==> config.mk <==
export PLATFORM = sky130hd
export DESIGN_NAME = vga_mem_arbiter
export DESIGN_NICKNAME = d
export VERILOG_FILES = /design/src/rtl/vga_mem_arbiter.sv
export SDC_FILE = /design/constraint.sdc
export NUM_CORES = 1
export LEC_CHECK = 0
export CORE_ASPECT_RATIO = 0.7
export CORE_MARGIN = 3
export CORE_UTILIZATION = 36
export CTS_CLUSTER_SIZE = 14
export DETAILED_ROUTE_END_ITERATION = 10
export PLACE_DENSITY_LB_ADDON = 0.15
export SLEW_MARGIN = 20
export SYNTH_ARGS = -nofsm -noshare
export SYNTH_HDL_FRONTEND = slang
export SYNTH_SLANG_ARGS = --single-unit
==> constraint.sdc <==
create_clock -name CLOCK_50 -period 2.25 [get_ports CLOCK_50]
set_clock_uncertainty 0.2 [all_clocks]
set_input_delay 0.3375 -clock CLOCK_50 [delete_from_list [all_inputs] [get_ports CLOCK_50]]
set_output_delay 0.3375 -clock CLOCK_50 [all_outputs]
set_load 0.01 [all_outputs]
run_1/floorplan.png
Bar = 20 microns. Pins as bars on the die edge. Tap cells in grey.
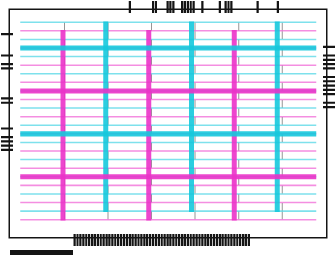
| colour | net |
|---|---|
| magenta | VSS |
| cyan | VDD |
met1 rails: 24
tap cells: 75
signal pins: 102
rows: 23
die outline height: 71.88 microns
worst IR drop on VDD: 0.2743 mV

run_1/class_map.png
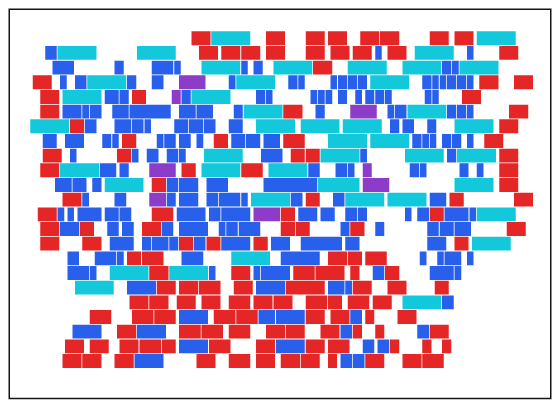
| colour | class | cells |
|---|---|---|
| cyan | sequential cells | 44 |
| purple | clock drivers and dummy loads | 8 |
| red | remaining buffers and delay cells | 138 |
| blue | remaining logic cells | 195 |
Core ar.: 5871 sq um
post-route cell area: 3756 sq um

run_1/clock_wires.png
Bar = 20 microns.
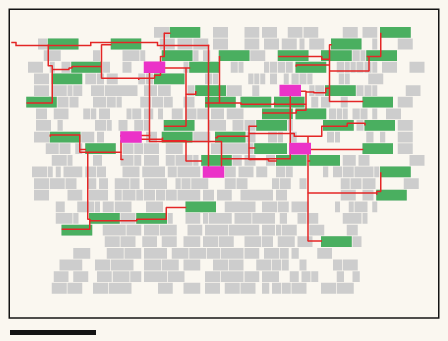
[green] flip-flops | count: 44
[magenta] clock-net drivers | count: 5
[red] clock wires | length: 608 microns
routed clock nets: 6
clk_lat worst skew: 300 ps
clock share of power: 0.310

==> flow_metrics.env <==
# yosys + openroad results
export IMPL_worst_slack_ps=-378.5
export IMPL_log_warning_count=30
export IMPL_reg2reg_setup_slack_ps=80
export IMPL_setup_viol=23
export IMPL_syn_instance_count=252
export IMPL_synth_area_sq_um=2232
export IMPL_net_switching_power_uw=423.7
export IMPL_cts_sinks=44
export IMPL_wl_microns=7060
export IMPL_grt_pass1_wl_microns=11290
export IMPL_internal_power_mw=1.205
export IMPL_combPwrFrac=0.193
export IMPL_largest_register_ffs=16
export IMPL_rows=23
export IMPL_crit_slowest_cell="dfxtp_2"
export IMPL_global_route_peak_usage_layer="met2"
export IMPL_cts_clk_slew_worst_paths_ps=90
export IMPL_grtUsageMet2=0.3112
export IMPL_htree_levels=2
export IMPL_area_growth_pct=68.27
export IMPL_gp_congestion=0.8345
export IMPL_dominantRegCellSynth="dfxtp_1"
export IMPL_comb_area_sq_um=1356
export IMPL_min_path_cells=2
export IMPL_cts_root_buf="clkbuf_8"
export IMPL_crit_arrival_ps=2090
export IMPL_antennaDiodeCount=0
export IMPL_fp_util=0.3802
export IMPL_io_buffers=101
export IMPL_reg2regPathDepth=7
export IMPL_hold_buffers=0
export IMPL_first_pass_iters=4
export IMPL_synth_top_area_share=0.3946
export IMPL_hold_class="flop to flop"
export IMPL_fillCellCount=497
export IMPL_cts_max_path_buffers=2
export IMPL_cp_required_ps=1710
export IMPL_final_antenna_net_count=0
export IMPL_fin_nets=432
export IMPL_synth_avg_cell_area_sq_um=8.858
export IMPL_max_freq_ghz=0.3804
export IMPL_finalPower_mw=1.629
export IMPL_grt_pass1_vias=2223
export IMPL_slew_viol_final=0
export IMPL_synthArstFlopShare=0
export IMPL_max_slew_margin=0.6300
export IMPL_post_dp_cell_area_sq_um=3502
export IMPL_io_pins=102
export IMPL_grt_use_total=0.1956
export IMPL_top_area_cell="dfxtp_1"
export IMPL_die_w_microns=100.1
export IMPL_synth_seq_share=0.3946
export IMPL_grtUsageMet3=0.04086
export IMPL_cap_violations=0
export IMPL_cts_tree="built"
export IMPL_worst_path_stages=7
export IMPL_grt_max_degree=27
export IMPL_topCellsByArea="dfxtp_1, mux2_1, nand2_1"
export IMPL_synth_flops=44
export IMPL_via_count=2325
export IMPL_finalHoldViolCount=0
export IMPL_startpoint_type="flop"
export IMPL_ys_cells=252
export IMPL_swShare=0.2601
export IMPL_min_period_over_period=1.168
export IMPL_critPathTopFamily="simple AND/OR/NAND/NOR gates"
export IMPL_cp_max_fo=6
export IMPL_powerDensity_nw_per_um2=433.7
export IMPL_synthTopCellsByCount="dfxtp_1, nand2_1, a21oi_1, nor2_1, nand3_1"
export IMPL_crit_chain="nor4_4 > nand3_2 > a211oi_4 > buf_12 > buf_4 > mux2_4 > buf_6"
export IMPL_leakage_nw=1.481
export IMPL_cts_buffers=5
export IMPL_finalCriticalPeriod_ps=2628
export IMPL_status="finished, violations left"
export IMPL_edf_count=0
export IMPL_wire_per_inst_microns=15.35
export IMPL_ys_area_sq_um=2232
export IMPL_pwr_share_seq=0.496
export IMPL_antenna_found_initial=0
export IMPL_synthDistinctLibCells=45
export IMPL_drive_above_1_share=0.2571
export IMPL_yosys_warnings=0
export IMPL_die_area_sq_um=7196
export IMPL_violations="negative setup slack"
export IMPL_vias_per_cell=5.054
export IMPL_crit_buf_inv=3
export IMPL_first_iter_violations=80
export IMPL_drc=0
export IMPL_tightest_slew_ps=550.0
export IMPL_critPathCaptureType="output port"
export IMPL_grt_ovfl_total=0
export IMPL_top_cell="dfxtp_1"
export IMPL_dp_hpwl_microns=4997
export IMPL_rsz0062_at_grt="yes"
export IMPL_critPathMaxStageDelay_ps=350
export IMPL_fp_nets=300
export IMPL_grt_use_met1=0.2692
export IMPL_path_class="flop to output port"
export IMPL_seqCellArea_sq_um=882.1
run 1: placed cells by master (no fill, tap or decap), drive strengths merged, types with 4 or more instances in the layout:
| cell type | synthesis | layout |
|---|---|---|
| a211oi | 4 | 4 |
| a21oi | 21 | 21 |
| and2 | 14 | 14 |
| buf | 6 | 60 |
| clkbuf | 7 | 5 |
| clkdlybuf4s50 | 0 | 78 |
| dfxtp | 44 | 44 |
| inv | 5 | 5 |
| mux2 | 20 | 20 |
| nand2 | 32 | 32 |
| nand3 | 16 | 16 |
| nand4 | 6 | 6 |
| nor2 | 16 | 16 |
| nor2b | 12 | 12 |
| nor4 | 7 | 7 |
run 1: per-layer routing:
layer | routed length (microns) | vias to the layer above
met5 | 0 | -
met4 | 103 | 0
met3 | 258 | 10
met2 | 3447 | 45
met1 | 3251 | 1101
li1 | - | 1169
run 1: power groups by stage:
stage               Sequential, mW  Clock (mW)  Combinational (mW)
CTS                          0.808       0.515               0.311
detailed placement           0.827           0               0.283
global placement             0.826           0               0.281
finish                       0.808       0.506               0.315
floorplan                    0.828           0               0.101
global route                 0.812       0.553               0.338
run 1: area by class of cell:
| cell class | instances | area share |
|---|---|---|
| Sequential cell | 44 | 0.2348 |
| Inverter | 5 | 0.004997 |
| Timing Repair Buffer | 138 | 0.3508 |
| Multi-Input combinational cell | 190 | 0.3611 |
| Clock buffer | 5 | 0.01832 |
| Tap cell | 75 | 0.02498 |
| Clock inverter | 3 | 0.004997 |
run 1: through the flow:
| stage | hold WS [ps] | cells | util | setup WS (ps) | setup TNS (ps) |
|---|---|---|---|---|---|
| final | 258.4 | 460 | 0.6398 | -378.5 | -6293 |
| after global routing | 276.9 | 460 | 0.6398 | -466.2 | -8404 |
| after CTS | 262.0 | 460 | 0.6311 | -411.2 | -7576 |
| after detailed placement | 249.6 | 443 | 0.5965 | -454.4 | -12070 |
| after global placement | 243.4 | 443 | 0.5965 | -435.0 | -11490 |
| after floorplan | 268.8 | 252 | - | -9.725 | -97.25 |
run 1: logic make-up after synthesis:
logic type	share of synthesized area
AND/OR/NAND/NOR	0.3139
flip-flops	0.3946
AND-OR/OR-AND	0.1194
multiplexers	0.1099
buffers and inverters	0.03756
adder cells (fa/ha/maj)	0.01682
XOR/XNOR	0.007849
run 1: tightest hold or removal path, stage by stage (launching register included):
cell and delay (ps):
dfxtp_1 320, nand2_1 50, a21oi_1 50
run 1: timing repair:
item	CTS	global route
buffers inserted	8	3
cloned	1	0
pin swaps	4	7
resized	123	18
setup endpoints to repair	23	33
No activity file was given, so power comes from the tool's default toggle rates.
